**Routing congestion map**

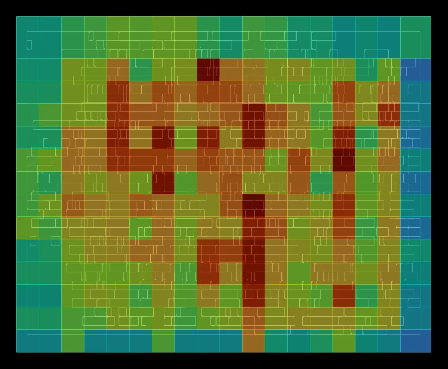
**Met4 routing**

(3 px per um) Supply wires on this layer in gray.
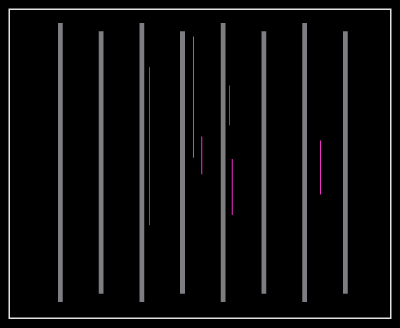
**Cell area per tile**

(3 px per um) The die is cut into 13 by 10 equal tiles; dark blue is low, red is high, 0 to 100% covered.
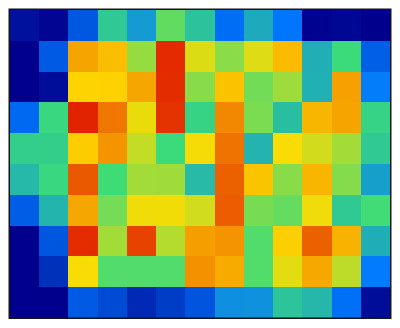
[config.mk]
export PLATFORM = sky130hd
export DESIGN_NAME = pipe_scheduler
export DESIGN_NICKNAME = d
export VERILOG_FILES = /design/src/rtl/pipe_pkg.sv /design/src/rtl/pipe_scheduler_lfsr16.sv /design/src/rtl/pipe_scheduler.sv
export SDC_FILE = /design/constraint.sdc
export NUM_CORES = 1
export LEC_CHECK = 0
export CORE_ASPECT_RATIO = 0.8
export CORE_MARGIN = 3
export CORE_UTILIZATION = 50
export DETAILED_ROUTE_END_ITERATION = 8
export GPL_ROUTABILITY_DRIVEN = 0
export HOLD_SLACK_MARGIN = 0.08
export PLACE_DENSITY_LB_ADDON = 0.12
export SYNTH_ARGS = -nofsm -noshare
export SYNTH_HDL_FRONTEND = slang
export SYNTH_SLANG_ARGS = --single-unit
export TNS_END_PERCENT = 30
[constraint.sdc]
create_clock -name clk -period 3.9 [get_ports clk]
set_clock_uncertainty 0.15 [all_clocks]
set_input_delay 0.78 -clock clk [delete_from_list [all_inputs] [get_ports clk]]
set_output_delay 0.78 -clock clk [all_outputs]
set_load 0.03 [all_outputs]
[src/rtl/pipe_pkg.sv]
// Shared types and constants for the pipe scheduler slice:
// FSM states, screen geometry, reset tables and LFSR seed.
package pipe_pkg;

    typedef enum logic [2:0] {
        IDLE,
        ERASE_REQ,
        ERASE_WAIT,
        MOVE,
        DRAW_REQ,
        DRAW_WAIT,
        NEXT
    } state_t;

    localparam int SCREEN_W      = 640;
    localparam int PIPE_W        = 70;
    localparam int OFFSCREEN_X_C = SCREEN_W + PIPE_W;
    localparam int RST_PIPES     = 3;

    localparam logic [10:0] PX_RST [RST_PIPES] =
        '{11'd660, 11'd880, 11'd1100};
    localparam logic [10:0] PY_RST [RST_PIPES] =
        '{11'd300, 11'd260, 11'd340};

    localparam logic [15:0] LFSR_SEED = 16'hACE1;

    function automatic logic [10:0] rst_px(input int i);
        return PX_RST[i % RST_PIPES];
    endfunction

    function automatic logic [10:0] rst_py(input int i);
        return PY_RST[i % RST_PIPES];
    endfunction

    // New pipe height after a wrap: only the low 7 LFSR bits matter.
    function automatic logic [10:0] wrap_y(
        input logic [10:0] base,
        input logic [15:0] lfsr
    );
        return base + {4'b0000, lfsr[6:0]};
    endfunction

endpackage

[src/rtl/pipe_scheduler_lfsr16.sv]
// 16-bit Fibonacci LFSR (taps 16,14,13,11), steps only when asked.
module lfsr16
    import pipe_pkg::*;
(
    input  logic        clk,
    input  logic        reset,
    input  logic        step,
    output logic [15:0] value
);

    logic [15:0] value_q;
    logic [15:0] value_d;
    logic        fb;

    always_comb begin
        fb      = value_q[0] ^ value_q[2] ^ value_q[3] ^ value_q[5];
        value_d = value_q;
        if (step) begin
            value_d = {fb, value_q[15:1]};
        end
    end

    always_ff @(posedge clk) begin
        if (reset) begin
            value_q <= LFSR_SEED;
        end else begin
            value_q <= value_d;
        end
    end

    assign value = value_q;

endmodule

[src/rtl/pipe_scheduler.sv]
// Per-frame pipe scroller: erases, moves and redraws each pipe
// through a handshake with the downstream pipe drawer.
module pipe_scheduler
    import pipe_pkg::*;
#(
    parameter int NUM_PIPES   = 3,
    parameter int SPACING     = 220,
    parameter int OFFSCREEN_X = OFFSCREEN_X_C,
    parameter int Y_BASE      = 220
) (
    input  logic        clk,
    input  logic        reset,
    input  logic        frame_tick,
    input  logic        run,
    input  logic        drawer_done,
    output logic        drawer_enable,
    output logic [10:0] pipe_x,
    output logic [10:0] pipe_y,
    output logic        color,
    output logic        busy,
    output logic        frame_overrun
);

    localparam int IW = (NUM_PIPES > 1) ? $clog2(NUM_PIPES) : 1;
    localparam logic [IW-1:0] LAST   = IW'(NUM_PIPES - 1);
    localparam logic [10:0]   OFF_X  = 11'(OFFSCREEN_X);
    localparam logic [10:0]   WRAP_X = 11'(NUM_PIPES * SPACING);
    localparam logic [10:0]   YB     = 11'(Y_BASE);

    state_t        state_q;
    logic [IW-1:0] idx_q;
    logic [10:0]   px_q [NUM_PIPES];
    logic [10:0]   py_q [NUM_PIPES];
    logic          en_q;
    logic [10:0]   x_q;
    logic [10:0]   y_q;
    logic          color_q;
    logic          busy_q;

    logic [10:0]   px_cur;
    logic [10:0]   px_dec;
    logic          wrap;
    logic          lfsr_step;
    logic [15:0]   lfsr_value;

    assign px_cur    = px_q[idx_q];
    assign px_dec    = px_cur - 11'd1;
    assign wrap      = (px_dec == 11'd0);
    assign lfsr_step = (state_q == MOVE) && wrap;

    lfsr16 u_lfsr (
        .clk   (clk),
        .reset (reset),
        .step  (lfsr_step),
        .value (lfsr_value)
    );

    always_ff @(posedge clk) begin
        if (reset) begin
            state_q <= IDLE;
            idx_q   <= '0;
            en_q    <= 1'b0;
            x_q     <= '0;
            y_q     <= '0;
            color_q <= 1'b0;
            busy_q  <= 1'b0;
            for (int i = 0; i < NUM_PIPES; i++) begin
                px_q[i] <= rst_px(i);
                py_q[i] <= rst_py(i);
            end
        end else begin
            unique case (state_q)
                IDLE: begin
                    if (frame_tick && run) begin
                        idx_q   <= '0;
                        busy_q  <= 1'b1;
                        state_q <= ERASE_REQ;
                    end
                end
                ERASE_REQ: begin
                    if (px_cur < OFF_X) begin
                        x_q     <= px_cur;
                        y_q     <= py_q[idx_q];
                        color_q <= 1'b0;
                        en_q    <= 1'b1;
                        state_q <= ERASE_WAIT;
                    end else begin
                        state_q <= MOVE;
                    end
                end
                ERASE_WAIT: begin
                    if (drawer_done) begin
                        en_q    <= 1'b0;
                        state_q <= MOVE;
                    end
                end
                MOVE: begin
                    // Wrap instead of reaching x=0 so the drawer never sees it.
                    if (wrap) begin
                        px_q[idx_q] <= WRAP_X;
                        py_q[idx_q] <= wrap_y(YB, lfsr_value);
                    end else begin
                        px_q[idx_q] <= px_dec;
                    end
                    state_q <= DRAW_REQ;
                end
                DRAW_REQ: begin
                    if (px_cur < OFF_X) begin
                        x_q     <= px_cur;
                        y_q     <= py_q[idx_q];
                        color_q <= 1'b1;
                        en_q    <= 1'b1;
                        state_q <= DRAW_WAIT;
                    end else begin
                        state_q <= NEXT;
                    end
                end
                DRAW_WAIT: begin
                    if (drawer_done) begin
                        en_q    <= 1'b0;
                        state_q <= NEXT;
                    end
                end
                NEXT: begin
                    if (idx_q == LAST) begin
                        busy_q  <= 1'b0;
                        state_q <= IDLE;
                    end else begin
                        idx_q   <= idx_q + 1'b1;
                        state_q <= ERASE_REQ;
                    end
                end
                default: begin
                    state_q <= IDLE;
                end
            endcase
        end
    end

    assign drawer_enable = en_q;
    assign pipe_x        = x_q;
    assign pipe_y        = y_q;
    assign color         = color_q;
    assign busy          = busy_q;
    assign frame_overrun = frame_tick & busy_q & ~reset;

endmodule

==> results.yml <==
# flow metrics
clocking:
  clk_pin_slew_worst_paths_ps: 60
  htreeDepth: 4
  holdBufCountCts: 0
  cts_buffer_depth: 2
  cts_buffers: 17
  cts_sinks: 126
  cts_resized: 1
run_status:
  status: "completed"
min_path:
  hp-class: "flop to flop"
  hold_end: "pipe_x[10]$_SDFFE_PP0P_"
route:
  dr.pass1.iters: 5
  wl_per_cell_um: 19.95
layout:
  regArea_sq_um: 3323
  syn2layout_area_growth_pct: 19.65
  finalInstanceArea_sq_um: 6964
  inverters_excl_clock: 15
  final-clk-cell-share_pct: 8.444
  clock_buffers: 24
synthesis:
  syn_inst: 479
  synth-main-ff-cell: "edfxtp_1"
  ys_ff: 126
  synth_area_sq_um: 5821
  synth.avg_cell_area_sq_um: 12.15
  ys_sh_simple_pct: 18.40
  ys_area_sq_um: 5821
  ys.warnings.count: 0
  synth.distinct_cells: 53
setup_path:
  end_kind: "flop"
  crit_cells: 10
  slowest_stage: "mux4_2"
  critPathArrivalTime_ps: 3880
  critPathLaunchType: "flop"
  crit_chain: "buf_4 -> mux4_2 -> inv_1 -> ha_1 -> inv_1 -> or3_1 -> o31ai_2 -> nand4_1 -> or4_4 -> nor3_1"
  critPathMaxStageDelay_ps: 590
floorplanning:
  row_count: 34
power:
  p_int_mw: 2.623
  seq_power_share_pct: 44.1
  p_comb_share_pct: 11.3
  power.group.top: "the clock network"
  netSwitchingFraction_pct: 24.76
  p_clk_share_pct: 44.6
  pg_clk_mw: 1.56
sta:
  fin_ws_ps: 94.39
  hold_slack_ps: 320.8
  final-hold-violation-count: 0
  period_used_pct: 97.58
  relSlewSlack_pct: 47.72
  rsz0062_at_grt: "true"
  worst_slew_pin_slew_ps: 783.1
  finalMaxSlewViolations: 0
global_routing:
  grt_use_met2_pct: 33.21
  grt_pass1_wl_mm: 21.92
flow_run:
  maxCapViolCount: 0
-- 'routing congestion map' (at the start) --
total track usage: 22.49%
met1 usage: 32.76%

-- 'met4 routing' (at the start) --
wire length on this layer: 154 um
nets with wire on the layer: 4
longest straight run: 52.4 um
vias after detailed routing: 4016
total wire length: 13.58 mm

-- 'cell area per tile' (at the start) --
fullest tile: 96%
nearly empty tiles: 7.7%
mean over tiles: 52%
fin util: 62.72%
CORE AREA: 11100 sq um
Starting Density: 52.42%

No activity file was given, so power comes from the tool's default toggle rates.
